--- config.mk ---
export PLATFORM = sky130hd
export DESIGN_NAME = ft_tx_scheduler
export DESIGN_NICKNAME = d
export VERILOG_FILES = /design/src/rtl/ft_tx_scheduler.sv
export SDC_FILE = /design/constraint.sdc
export NUM_CORES = 1
export LEC_CHECK = 0
export ABC_AREA = 1
export CORE_MARGIN = 10
export CORE_UTILIZATION = 50
export DETAILED_ROUTE_END_ITERATION = 8
export PLACE_DENSITY = 0.77
export SLEW_MARGIN = 20
export SYNTH_ARGS = -nofsm -noshare
export SYNTH_HDL_FRONTEND = slang
export SYNTH_SLANG_ARGS = --single-unit
--- constraint.sdc ---
create_clock -name clk -period 2 [get_ports clk]
set_clock_uncertainty 0.1 [all_clocks]
set_input_delay 0.4 -clock clk [delete_from_list [all_inputs] [get_ports clk]]
set_output_delay 0.4 -clock clk [all_outputs]
set_load 0.005 [all_outputs]
--- src/rtl/ft_tx_scheduler.sv ---
// rtl/ft_tx_scheduler.sv - FT upstream frame scheduler for telemetry packets and link-status reports
//
// Purpose: arbitrates the FT write port between a one-entry telemetry holding register and a
// status-report request flag. Each grant emits one non-interleaved frame of 16-bit words:
// header {HDR_MAGIC, type, seq} followed by the body (and a CRC trailer when enabled).
//
// Ports:
//   clk, rst_n            clock and asynchronous active-low reset
//   pkt_data, pkt_valid   88-bit telemetry packet and single-cycle strobe (no backpressure)
//   stat_total,
//   stat_mismatch         link counters, snapshotted when a status frame is granted
//   stat_req              pulse requesting a status frame
//   ui_din, ui_din_be,
//   ui_din_valid          FT write word, byte enables and valid
//   ui_din_full           FT TX FIFO full; a word moves when valid && !full
//   busy                  frame in progress (grant through final word transfer)
//   drop_cnt              saturating count of telemetry packets lost to a full holding register
//
// Build option: define FT_TX_SCHED_CRC_EN to append a CRC-16/CCITT trailer word to every frame.

module ft_tx_scheduler #(
  parameter logic [31:0] STAT_PERIOD = 32'd128_000_000,
  parameter logic [3:0]  HDR_MAGIC   = 4'hA
) (
  input  logic        clk,
  input  logic        rst_n,
  input  logic [87:0] pkt_data,
  input  logic        pkt_valid,
  input  logic [31:0] stat_total,
  input  logic [31:0] stat_mismatch,
  input  logic        stat_req,
  output logic [15:0] ui_din,
  output logic [1:0]  ui_din_be,
  output logic        ui_din_valid,
  input  logic        ui_din_full,
  output logic        busy,
  output logic [15:0] drop_cnt
);

  typedef enum logic [1:0] {IDLE, HDR, BODY} state_t;

  localparam logic GRANT_TELE = 1'b0;
  localparam logic GRANT_STAT = 1'b1;

`ifdef FT_TX_SCHED_CRC_EN
  localparam logic [2:0] TRAILER_WORDS = 3'd1;
`else
  localparam logic [2:0] TRAILER_WORDS = 3'd0;
`endif

  state_t      state;
  logic        hold_valid;
  logic [87:0] hold_data;
  logic        stat_pending;
  logic [31:0] timer;
  logic        last_grant;
  logic        cur_is_stat;
  logic [95:0] frame;       // body words still to send, lowest word first
  logic [2:0]  idx;         // index of the body/trailer word currently presented
  logic [7:0]  seq;

  logic        xfer;
  logic        timer_hit;
  logic        grant_tele;
  logic        grant_stat;
  logic [2:0]  n_body;
  logic [2:0]  last_idx;

  assign xfer      = ui_din_valid && !ui_din_full;
  assign timer_hit = (STAT_PERIOD != 32'd0) && (timer == STAT_PERIOD - 32'd1);

  // On a tie the source that did not win last time goes first.
  assign grant_tele = (state == IDLE) && hold_valid &&
                      (!stat_pending || last_grant == GRANT_STAT);
  assign grant_stat = (state == IDLE) && stat_pending &&
                      (!hold_valid || last_grant == GRANT_TELE);

  assign n_body   = cur_is_stat ? 3'd4 : 3'd6;
  assign last_idx = n_body - 3'd1 + TRAILER_WORDS;

`ifdef FT_TX_SCHED_CRC_EN
  logic [15:0] crc;
  logic [15:0] crc_next;

  function automatic logic [15:0] crc16_word(input logic [15:0] c_in, input logic [15:0] w);
    logic [15:0] c;
    logic        fb;
    c = c_in;
    for (int i = 15; i >= 0; i--) begin
      fb = c[15] ^ w[i];
      c  = {c[14:0], 1'b0} ^ (fb ? 16'h1021 : 16'h0000);
    end
    return c;
  endfunction

  // Running CRC including the word on the port right now.
  assign crc_next = crc16_word(crc, ui_din);
`endif

  always_ff @(posedge clk or negedge rst_n) begin
    if (!rst_n) begin
      state        <= IDLE;
      hold_valid   <= 1'b0;
      hold_data    <= '0;
      stat_pending <= 1'b0;
      timer        <= '0;
      last_grant   <= GRANT_STAT;
      cur_is_stat  <= 1'b0;
      frame        <= '0;
      idx          <= '0;
      seq          <= '0;
      ui_din       <= '0;
      ui_din_be    <= '0;
      ui_din_valid <= 1'b0;
      busy         <= 1'b0;
      drop_cnt     <= '0;
`ifdef FT_TX_SCHED_CRC_EN
      crc          <= 16'hFFFF;
`endif
    end else begin
      if (STAT_PERIOD != 32'd0)
        timer <= timer_hit ? 32'd0 : timer + 32'd1;

      // A new request in the grant cycle keeps the flag set.
      if (stat_req || timer_hit)
        stat_pending <= 1'b1;
      else if (grant_stat)
        stat_pending <= 1'b0;

      if (pkt_valid && (!hold_valid || grant_tele)) begin
        hold_valid <= 1'b1;
        hold_data  <= pkt_data;
      end else if (pkt_valid) begin
        if (drop_cnt != 16'hFFFF)
          drop_cnt <= drop_cnt + 16'd1;
      end else if (grant_tele) begin
        hold_valid <= 1'b0;
      end

      case (state)
        IDLE: begin
          if (grant_tele || grant_stat) begin
            state        <= HDR;
            busy         <= 1'b1;
            ui_din_valid <= 1'b1;
            ui_din_be    <= 2'b11;
            ui_din       <= {HDR_MAGIC, (grant_stat ? 4'h2 : 4'h1), seq};
            cur_is_stat  <= grant_stat;
            last_grant   <= grant_stat ? GRANT_STAT : GRANT_TELE;
            frame        <= grant_stat ? {32'h0, stat_mismatch, stat_total}
                                       : {8'h00, hold_data};
`ifdef FT_TX_SCHED_CRC_EN
            crc          <= 16'hFFFF;
`endif
          end
        end
        HDR: begin
          if (xfer) begin
            state     <= BODY;
            idx       <= 3'd0;
            ui_din    <= frame[15:0];
            ui_din_be <= 2'b11;
            frame     <= {16'h0, frame[95:16]};
`ifdef FT_TX_SCHED_CRC_EN
            crc       <= crc_next;
`endif
          end
        end
        BODY: begin
          if (xfer) begin
            if (idx == last_idx) begin
              state        <= IDLE;
              busy         <= 1'b0;
              ui_din_valid <= 1'b0;
              ui_din       <= '0;
              ui_din_be    <= '0;
              seq          <= seq + 8'd1;
            end else begin
              idx <= idx + 3'd1;
`ifdef FT_TX_SCHED_CRC_EN
              crc <= crc_next;
              if ((idx + 3'd1) == n_body) begin
                ui_din    <= crc_next;
                ui_din_be <= 2'b11;
              end else
`endif
              begin
                ui_din    <= frame[15:0];
                frame     <= {16'h0, frame[95:16]};
                // Final telemetry word carries only the top data byte.
                ui_din_be <= (!cur_is_stat && idx == 3'd4) ? 2'b01 : 2'b11;
              end
            end
          end
        end
        default: state <= IDLE;
      endcase
    end
  end

endmodule
The metal 3 layer:
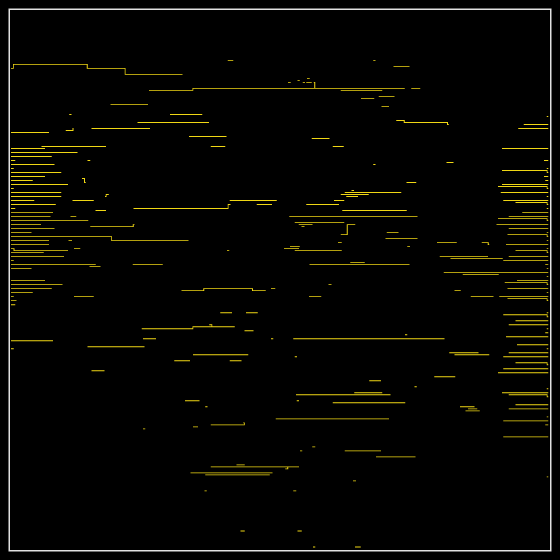
- wire length on this layer: 2290 um
- nets with wire on the layer: 182
- share of all routed wire: 6.3%
- longest straight run: 71.8 um

Signal wires on met2:
Bar = 50 um.
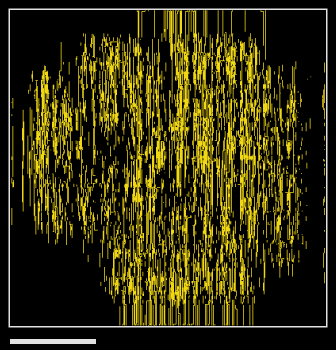
- nets with wire on the layer: 1713
- main direction: vertical
- wire length on this layer: 17700 um
- longest straight run: 56.0 um

==> flow_summary.yaml <==
# yosys + openroad results
sta:
  fmax_mhz: 511.0
  fin_hold_ws_ns: 0.2565
  finalCritPeriodShare: 0.9785
worst_setup_path:
  worstRegToRegCells: 9
  crit_type: "reg -> out"
  cp.arrival_ns: 1.46
final_layout:
  sh_comb_area: 0.3192
die:
  fp.dieW_um: 183.4
  coreArea_um2: 26130
  taps: 335
power_and_ir_drop:
  intPower_mw: 15.15
  cellPowerDensity_nw_per_um2: 1536
  combPwrFrac: 0.503
run_status:
  status: "finished clean"
place:
  placed_cell_area_um2: 15900
worst_hold_path:
  hold_class: "in -> async"
cts:
  cts_buffers: 27
  clockBufferDepth: 3
  cts_setup_buffers: 7
grt:
  gr-total-overflow: 0
  use_met2: 0.3704
synth:
  synth-area-yosys_um2: 13340
route:
  top_layer: "met5"
